--- src/rtl/pipe_pkg.sv ---
// Shared types and constants for the step-indexed pipeline stages.
package pipe_pkg;
  localparam int WIDTH = 16;
  localparam logic [WIDTH-1:0] N = 16'd4096;

  localparam logic [2:0] STAGE_RST = 3'd0;
  localparam logic [2:0] STAGE_SIM = 3'd6;
  localparam logic [2:0] STAGE_FIN = 3'd7;

  typedef struct packed {
    logic [WIDTH-1:0] center;
    logic [WIDTH-1:0] dnorm;
  } assign_entry_t;

  typedef enum logic [1:0] {IDLE, COLLECT, DRAIN, DONE} col_state_e;

  function automatic logic [15:0] sat_add16(input logic [15:0] a, input logic [15:0] b);
    logic [16:0] s;
    s = {1'b0, a} + {1'b0, b};
    return s[16] ? 16'hFFFF : s[15:0];
  endfunction
endpackage

--- src/rtl/pipe_stage3_collect_if.sv ---
// Output stream of the collect stage: one assignment entry per handshake.
interface pipe_stage3_collect_if;
  import pipe_pkg::*;
  logic             valid;
  logic             ready;
  logic             last;
  logic [WIDTH-1:0] center;
  logic [WIDTH-1:0] dnorm;

  modport master (output valid, center, dnorm, last, input ready);
  modport slave  (input valid, center, dnorm, last, output ready);
endinterface

--- src/rtl/pipe_stage3_collect_mpush_fifo.sv ---
// Registered FIFO accepting up to PUSH_W lane-ordered entries and releasing one per cycle.
module mpush_fifo #(
  parameter int  DEPTH  = 16,
  parameter int  PUSH_W = 2,
  parameter type entry_t = logic [31:0],
  localparam int AW = $clog2(DEPTH),
  localparam int CW = AW + 1,
  localparam int PW = $clog2(PUSH_W + 1)
) (
  input  logic                      clk,
  input  logic                      rst_n,
  input  logic [PW-1:0]             push_cnt,
  input  entry_t [PUSH_W-1:0]       push_data,
  input  logic                      pop,
  output entry_t                    head,
  output logic [CW-1:0]             count,
  output logic [CW-1:0]             free
);
  entry_t        mem [DEPTH];
  logic [AW-1:0] wr_ptr, rd_ptr;

  // Caller guarantees push_cnt <= free + pop; a push into a full FIFO lands on
  // the slot being popped this cycle.
  always_ff @(posedge clk)
    for (int i = 0; i < PUSH_W; i++)
      if (PW'(i) < push_cnt) mem[wr_ptr + AW'(i)] <= push_data[i];

  always_ff @(posedge clk or negedge rst_n)
    if (!rst_n) begin
      wr_ptr <= '0;
      rd_ptr <= '0;
      count  <= '0;
    end else begin
      wr_ptr <= wr_ptr + AW'(push_cnt);
      rd_ptr <= rd_ptr + AW'(pop);
      count  <= count + CW'(push_cnt) - CW'(pop);
    end

  assign head = mem[rd_ptr];
  assign free = CW'(DEPTH) - count;
endmodule

--- src/rtl/pipe_stage3_collect.sv ---
// Collects non-sentinel lanes of the similarity stage into a FIFO and streams them out.
module pipe_stage3_collect
  import pipe_pkg::*;
#(
  parameter logic [WIDTH-1:0] N = pipe_pkg::N,
  parameter int PARALLEL = 2,
  parameter int DEPTH    = 16
) (
  input  logic                            clk_i,
  input  logic                            rst_ni,
  input  logic [2:0]                      stage_i,
  input  logic [PARALLEL-1:0][WIDTH-1:0]  center_i,
  input  logic [PARALLEL-1:0][WIDTH-1:0]  dnorm_i,
  pipe_stage3_collect_if.master           out,
  output logic [15:0]                     match_cnt_o,
  output logic [15:0]                     drop_cnt_o,
  output logic                            overflow_o,
  output logic                            done_o
);
  localparam int CW = $clog2(DEPTH) + 1;
  localparam int PW = $clog2(PARALLEL + 1);

  col_state_e                   state;
  logic [CW-1:0]                fifo_cnt, fifo_free, room, acc;
  logic [PW-1:0]                push_cnt, ndrop;
  assign_entry_t [PARALLEL-1:0] lane, push_data;
  assign_entry_t                head;
  logic [PARALLEL-1:0]          cand;
  logic                         collect_en, clr, pop;

  // The IDLE->COLLECT cycle already carries valid stage-6 lanes.
  assign collect_en = (state == IDLE || state == COLLECT) && stage_i == STAGE_SIM;
  assign clr        = state == IDLE && stage_i == STAGE_SIM;
  assign pop        = out.valid & out.ready;

  for (genvar k = 0; k < PARALLEL; k++) begin : g_lane
    assign lane[k] = '{center: center_i[k], dnorm: dnorm_i[k]};
    assign cand[k] = collect_en && center_i[k] != N;
  end

  // Compact candidates in lane order into the first free slots; the rest drop.
  always_comb begin
    acc       = '0;
    ndrop     = '0;
    push_data = '0;
    room      = fifo_free + CW'(pop);
    for (int k = 0; k < PARALLEL; k++)
      if (cand[k]) begin
        if (acc < room) begin
          for (int j = 0; j < PARALLEL; j++)
            if (CW'(j) == acc) push_data[j] = lane[k];
          acc = acc + CW'(1);
        end else begin
          ndrop = ndrop + PW'(1);
        end
      end
    push_cnt = PW'(acc);
  end

  mpush_fifo #(
    .DEPTH  (DEPTH),
    .PUSH_W (PARALLEL),
    .entry_t(assign_entry_t)
  ) u_fifo (
    .clk      (clk_i),
    .rst_n    (rst_ni),
    .push_cnt (push_cnt),
    .push_data(push_data),
    .pop      (pop),
    .head     (head),
    .count    (fifo_cnt),
    .free     (fifo_free)
  );

  assign out.valid  = fifo_cnt != '0;
  assign out.center = head.center;
  assign out.dnorm  = head.dnorm;
  assign out.last   = out.valid && state == DRAIN && fifo_cnt == CW'(1);

  always_ff @(posedge clk_i or negedge rst_ni)
    if (!rst_ni) begin
      match_cnt_o <= '0;
      drop_cnt_o  <= '0;
      overflow_o  <= 1'b0;
    end else begin
      match_cnt_o <= sat_add16(clr ? 16'h0 : match_cnt_o, 16'(push_cnt));
      drop_cnt_o  <= sat_add16(clr ? 16'h0 : drop_cnt_o, 16'(ndrop));
      overflow_o  <= (clr ? 1'b0 : overflow_o) | (ndrop != '0);
    end

  always_ff @(posedge clk_i or negedge rst_ni)
    if (!rst_ni) begin
      state  <= IDLE;
      done_o <= 1'b0;
    end else begin
      case (state)
        IDLE:
          if (stage_i == STAGE_SIM) state <= COLLECT;
          else if (stage_i == STAGE_FIN && fifo_cnt == '0) begin
            state  <= DONE;
            done_o <= 1'b1;
          end
        COLLECT:
          if (stage_i == STAGE_FIN) state <= DRAIN;
        DRAIN:
          if (fifo_cnt == '0) begin
            state  <= DONE;
            done_o <= 1'b1;
          end
        DONE:
          if (stage_i == STAGE_RST) begin
            state  <= IDLE;
            done_o <= 1'b0;
          end
        default: begin
          state  <= IDLE;
          done_o <= 1'b0;
        end
      endcase
    end
endmodule
--- src/flat_wrapper.sv ---
// flat-port wrapper written by rule: the top's interface ports become plain ports
module pipe_stage3_collect_flat import pipe_pkg::*;
#(
  parameter logic [WIDTH-1:0] N = pipe_pkg::N,
  parameter int PARALLEL = 2,
  parameter int DEPTH    = 16
)
  (clk_i, rst_ni, stage_i, center_i, dnorm_i, match_cnt_o, drop_cnt_o, overflow_o, done_o, out_valid, out_center, out_dnorm, out_last, out_ready);
  pipe_stage3_collect_if out_i ();
  input  logic clk_i;
  input  logic rst_ni;
  input  logic [2:0] stage_i;
  input  logic [PARALLEL-1:0][WIDTH-1:0] center_i;
  input  logic [PARALLEL-1:0][WIDTH-1:0] dnorm_i;
  output logic [15:0] match_cnt_o;
  output logic [15:0] drop_cnt_o;
  output logic overflow_o;
  output logic done_o;
  output wire logic [$bits(out_i.valid)-1:0] out_valid;
  output wire logic [$bits(out_i.center)-1:0] out_center;
  output wire logic [$bits(out_i.dnorm)-1:0] out_dnorm;
  output wire logic [$bits(out_i.last)-1:0] out_last;
  input wire logic [$bits(out_i.ready)-1:0] out_ready;
  assign out_valid = out_i.valid;
  assign out_center = out_i.center;
  assign out_dnorm = out_i.dnorm;
  assign out_last = out_i.last;
  assign out_i.ready = out_ready;
  pipe_stage3_collect #(.N(N), .PARALLEL(PARALLEL), .DEPTH(DEPTH)) u_core (.clk_i(clk_i), .rst_ni(rst_ni), .stage_i(stage_i), .center_i(center_i), .dnorm_i(dnorm_i), .out(out_i), .match_cnt_o(match_cnt_o), .drop_cnt_o(drop_cnt_o), .overflow_o(overflow_o), .done_o(done_o));
endmodule
--- config.mk ---
export PLATFORM = sky130hd
export DESIGN_NAME = pipe_stage3_collect_flat
export DESIGN_NICKNAME = d
export VERILOG_FILES = /design/src/rtl/pipe_pkg.sv /design/src/rtl/pipe_stage3_collect_if.sv /design/src/rtl/pipe_stage3_collect_mpush_fifo.sv /design/src/rtl/pipe_stage3_collect.sv /design/src/flat_wrapper.sv
export SDC_FILE = /design/constraint.sdc
export NUM_CORES = 1
export LEC_CHECK = 0
export CAP_MARGIN = 25
export CORE_MARGIN = 2
export CORE_UTILIZATION = 40
export CTS_CLUSTER_DIAMETER = 100
export DETAILED_ROUTE_END_ITERATION = 7
export HOLD_SLACK_MARGIN = 0.02
export PLACE_DENSITY = 0.69
export REMOVE_ABC_BUFFERS = 1
export SYNTH_ARGS = -nofsm -noshare
export SYNTH_HDL_FRONTEND = slang
export SYNTH_SLANG_ARGS = --single-unit
--- constraint.sdc ---
create_clock -name clk_i -period 16.36 [get_ports clk_i]
set_clock_uncertainty 0.15 [all_clocks]
set_input_delay 3.272 -clock clk_i [delete_from_list [all_inputs] [get_ports clk_i]]
set_output_delay 3.272 -clock clk_i [all_outputs]
set_load 0.01 [all_outputs]
### Routing congestion map, run 1

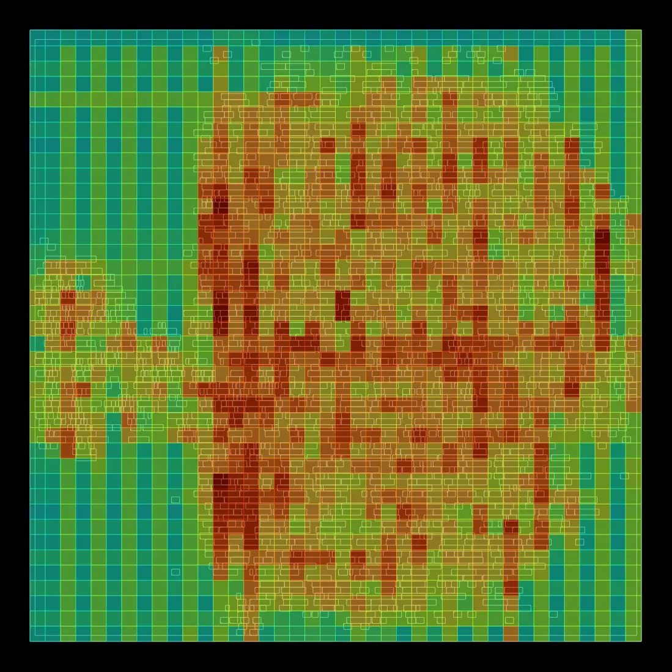
met2 usage: 34.8%
met3 demand-to-capacity share in global routing: 5.53%
routed wire length per instance: 28.8 µm
layer carrying the most global-route usage: met2

### M1 wires, run 1

Drawn at 1.5 px/µm.
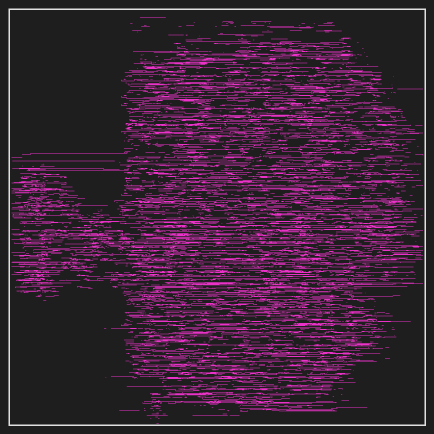
The layer carries 34.4 mm of wire. The longest straight run is 68.1 µm. The wires run mostly horizontal.

### Zoomed window, run 1

Region (57, 195) to (82, 220) µm. Cells in grey, sequential cells in the stronger grey; small squares are vias.
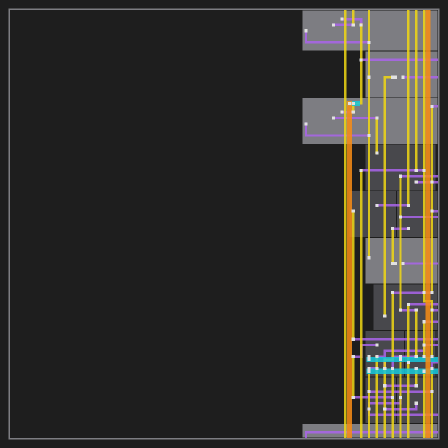
Key: M2 = yellow; M4 = orange; M1 = purple; M3 = cyan
Netlist names of flops here include u_core.u_fifo.mem (2). 10 logic cells have their middle in the window. Sequential cells in the window: 2. Most frequent: mux2_2 (3), buf_4 (2), edfxtp_1 (2).

==> flow_summary.ini, run 1 <==
; generated from flow reports
[timing]
finalSetupViolCount = 0
unrepaired_setup_endpoints_after_global_routing = no
finalCritPeriodShare_pct = 49.9
timing.max_slew.rel_slack_pct = 25.3
max_clock_freq_mhz = 123
slew_viol_final = 0

[detailed_routing]
drt_pass1_iterations = 5
detailroute.via_count = 17800
drc = 0
detail_route_antenna_nets = 0

[clocking]
cts.htree.levels = 2
cts.reportedPaths.clkPinSlew_ns = 0.06
clock-root-buffer = clkbuf_16
clock-sinks = 561
cts.path.max_buffers = 3
clkLatencyLatePin_ns = 0.63
hold_buffers = 0

[yosys]
postSynth.topFlopCell = edfxtp_1
seq_area_frac_synth_pct = 56.0
mux_share_of_post_synthesis_cell_area_pct = 31.3
synthesis.instances = 1860
postSynth.asyncResetShare_pct = 8.73
synthDominantAreaCellType = edfxtp_1
post_synth_fa_ha_maj_area_fraction_pct = 1.20
synth.yosys.chip_area_um2 = 29700
synth.yosys.num_cells = 1860
syn_area_per_cell_um2 = 15.9
synth_top_cell_by_count = edfxtp_1

[worst_setup_path]
cp-endpoint = u_core.drop_cnt_o[8]
reg2reg_depth = 20
worst_r2r_endpoint = u_core.drop_cnt_o[8]
critical_path.reg2reg.startpoint = u_core.u_fifo.count[2]
setup.worst_path.end_class = register
cp-start-kind = input port
cp.required_ns = 16.73
critPathKind = in -> reg
worst-endpoint-arrival_ns = 8.53
reg2reg_setup_slack_ns = 10.05

[floorplan]
chipHeight_um = 276
fp_util_pct = 40.5
coreArea_um2 = 73200
placementRows = 99

[power_and_ir_drop]
powerDensity_nw_per_um2 = 135
seq_power_uw = 1750
p_int_uw = 3190
vdd.ir_drop.worst_mv = 0.161

[status]
run_status = finished clean

[final_layout]
antenna_cells = 0
fin_nets = 2010
syn2layout_area_growth_pct = 14.5
layout.cell_area.non_filler_um2 = 34000
highest_count_logic_cell_in_the_final_layout = edfxtp_1

[run]
openroad.warnings = 30

[placement]
globalplace.congestion = 0.826
placed_area_um2 = 31900

[grt]
global_route_wire_length_before_repair_mm = 125
first_global_vias = 18600
grt_antenna_before_repair = 3

[hold_path]
hold_path.class = reg -> reg
min_delay_worst_endpoint = u_core.u_fifo.rd_ptr[2]
timing.hold.worst.start = u_core.u_fifo.rd_ptr[2]
## run 1: worst max-delay path, stage by stage
cell and delay [ns]:
clkdlybuf4s50_1 0.54, nor4_1 0.98, and4_2 0.39, buf_4 0.26, nor2_1 0.13, o211a_1 0.24
ha_1 0.26, nand2_1 0.07, nand2_1 0.13, ha_1 0.18, inv_1 0.06, fa_1 0.44
nand3b_1 0.23, nor3_1 0.38, and2_1 0.25, nand4_1 0.46, o21ai_0 0.24
## run 1: per-stage QoR
| stage | setup slack (ns) | cells | power, µW |
|---|---|---|---|
| after floorplan | 6.83 | 1664 | 2730 |
| after global placement | 7.88 | 2804 | 3200 |
| after detailed placement | 7.69 | 2808 | 3220 |
| after CTS | 8.36 | 2919 | 4630 |
| after global routing | 7.95 | 2922 | 4760 |
| final | 8.20 | 2922 | 4600 |
## run 1: per-layer routing
layer,up-vias,track usage [%],wire [µm]
met5,-,0,34
met4,6,6.39,2250
met3,156,5.53,7860
met2,847,34.8,39500
met1,9344,29.7,34400
li1,7418,-,-
## run 1: sequential cells by signal (all words and copies together) (netlist names)
register / flops
u_core.u_fifo.mem: 512
u_core.drop_cnt_o: 16
u_core.match_cnt_o: 16
u_core.u_fifo.count: 5
u_core.u_fifo.rd_ptr: 4
u_core.u_fifo.wr_ptr: 4
u_core.state: 2
u_core.done_o: 1
u_core.overflow_o: 1
## run 1: cell families after synthesis
| family | after synthesis |
|---|---|
| buffers and inverters | 221 |
| adders and majority gates | 26 |
| DFF | 561 |
| xor gates and xnor gates | 33 |
| and+or+nand+nor | 254 |
| muxes | 674 |
| AOI/OAI and AO/OA | 91 |
## run 1: area by class of cell
cell class,count,area (µm²)
clock buffers,73,1570
clock inverters,38,465
fillers,6181,39200
inverters,25,93.8
multi-input cells,1078,12200
flip-flops and latches,561,16600
well taps,959,1200
repair buffers,188,1800
### Placed cells, one colour a class, run 1

Drawn at 1.5 px/µm.
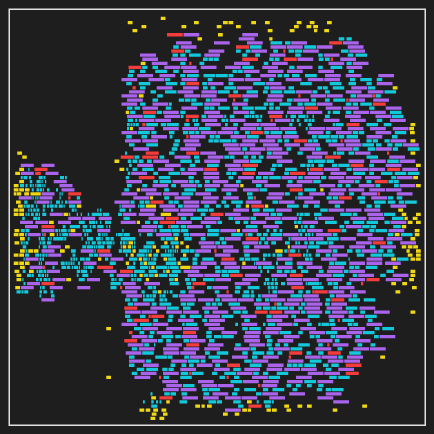

==> run 2, diff against run 1 <==
PLACE_DENSITY = 0.71   (was 0.69)
clock period = 6.6 ns   (was 16.36 ns; I/O delays follow)
### Placed cells, one colour a class, run 2

Drawn at 1.5 px/µm.
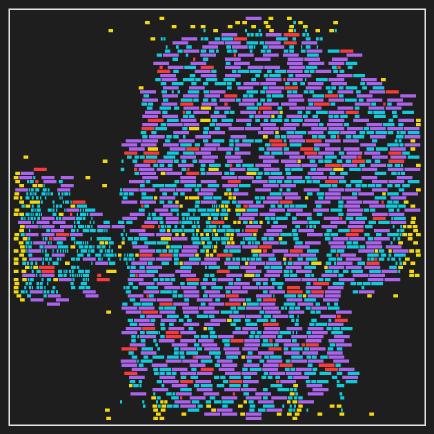
Key: registers = purple [cells 561, share of their area 50%]; remaining logic cells = cyan [cells 1103, share of their area 37%]; remaining buffers and delay cells = yellow [cells 221, share of their area 6.6%]; clock drivers and dummy loads = red [cells 114, share of their area 6.7%]
standard-cell row count: 99
core region area: 73200 µm²
utilization after layout: 47.2%
cell area after layout: 34500 µm²
sequential share of cell area: 48.1%

### M1 wires, run 2

Drawn at 1.5 px/µm.
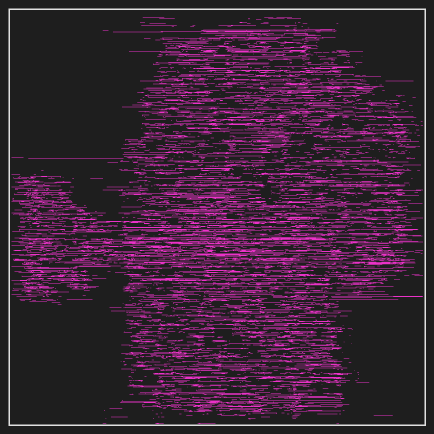
The layer holds 39% of the routed length. The layer carries 33.3 mm of wire. The longest straight run is 98.4 µm. The wires run mostly horizontal. 1956 nets have wire on it.

==> run 2 against run 1 <==
  * Count of clock-buffer cells in the layout decreased by 11
  * Combinational power increased by 150%
  * Critical path depth increased by 5
  * Hold slack improved by 0.032 ns
  * Sequential share of layout area decreased by 0.82 points
  * First-iteration DRC count decreased by 9.2%
  * Synthesized cell count unchanged
  * Utilization increased by 0.79 points
  * Register-to-register slack got worse by 9.2 ns
  * Via count increased by 1.0%
  * Sequential power increased by 150%
  * Critical path type is now reg -> reg
  * Largest cell class unchanged
  * Highest routed layer unchanged
==> flow_summary.ini, run 2 <==
; generated from flow reports
[timing]
finalSetupViolCount = 0
finalCritPeriodShare_pct = 86.6
max_clock_freq_mhz = 175
layout_setup_ws_ns = 0.888
slew_viol_final = 0

[placement]
placed_cells = 2842
preCtsSetupSlack_ns = 0.452
placed_area_um2 = 32300
globalplace.congestion = 0.836

[worst_setup_path]
critical_path.slowest_cell = or4b_2
worst_r2r_endpoint = u_core.drop_cnt_o[9]
critical_path.reg2reg.startpoint = u_core.u_fifo.count[2]
path_common_cell = ha_1
critPathKind = reg -> reg
setup.worst_path.end_class = register
worst-endpoint-arrival_ns = 6.10
cpPeakStageDelay_ns = 0.70
cp-endpoint = u_core.drop_cnt_o[9]
reg2reg_setup_slack_ns = 0.89
cp.required_ns = 6.99

[clocking]
hold_buffers = 0
cts.path.max_buffers = 3
clkLatencyLatePin_ns = 0.64

[power_and_ir_drop]
vdd.ir_drop.worst_mv = 0.235

[final_layout]
final_cells = 2959
top_regs = u_core.u_fifo.mem (512), u_core.drop_cnt_o (16), u_core.match_cnt_o (16)
syn2layout_area_growth_pct = 16.5
final.fill_count = 6103
max_flop_register = u_core.u_fifo.mem
largest_reg_flops = 512

[yosys]
synthDominantAreaCellType = edfxtp_1
postSynth.topFlopCell = edfxtp_1
synth.yosys.num_cells = 1860
synth_top_cell_by_count = edfxtp_1
syn_area_per_cell_um2 = 15.9

[hold_path]
min_delay_worst_endpoint = u_core.u_fifo.wr_ptr[3]

[status]
run_status = finished clean

[detailed_routing]
routed_length_on_met2_mm = 41.6
routedLengthMet1_mm = 33.3
post_drt_wl_per_cell_um = 28.9
wl_met3_mm = 7.55
detailroute.via_count = 18000
drt_pass1_iterations = 6

[floorplan]
chipHeight_um = 276
fp_util_pct = 40.5

[grt]
grt_antenna_before_repair = 5
global_route_wire_length_before_repair_mm = 126

[run]
openroad.warnings = 30
## run 2: cell families (layout without fill, tap and decap cells)
family	after synthesis	count (layout)	synth area share (%)
AND/OR/NAND/NOR	254	254	5.03
XOR/XNOR	33	33	0.975
multiplexers	674	674	31.3
buffers and inverters	221	360	3.54
flip-flops	561	561	56.0
adder cells (fa/ha/maj)	26	26	1.20
other	0	1	0
AND-OR/OR-AND	91	91	2.02
## run 2: area by class of cell
type	count	area, µm²	area share [%]
repair buffers	221	2180	6.32
inverters	25	93.8	0.272
clock inverters	52	737	2.13
well taps	959	1200	3.47
diodes	1	2.50	0.00724
clock buffers	62	1510	4.37
multi-input cells	1078	12200	35.3
flip-flops and latches	561	16600	48.1
## run 2: per-layer routing
metal	track usage [%]	up-vias
li1	-	7496
met1	28.8	9349
met2	37.0	909
met3	4.67	195
met4	8.42	8
met5	0	-
## run 2: through the flow
step / setup TNS [ns] / hold slack, ns
floorplan: -360.49 / 0.342
global placement: 0 / 0.347
detailed placement: 0 / 0.353
CTS: 0 / 0.381
global route: 0 / 0.393
finish: 0 / 0.380
## run 2: where the power goes
part | leakage [µW] | internal, µW | total, µW | switching [µW]
combinational | 0.00738 | 1850 | 3550 | 1700
clock | 0.00106 | 2270 | 3810 | 1540
sequential | 0.00542 | 4060 | 4370 | 317
## run 2: worst max-delay path, delay by kind of cell (launching register included)
family	cells	cell delay (ns)
simple gates	11	2.93
flops	1	0.42
buf+inv	3	0.25
fa+ha+maj	6	1.38
compound gates	2	0.47
No activity file was given, so power comes from the tool's default toggle rates.
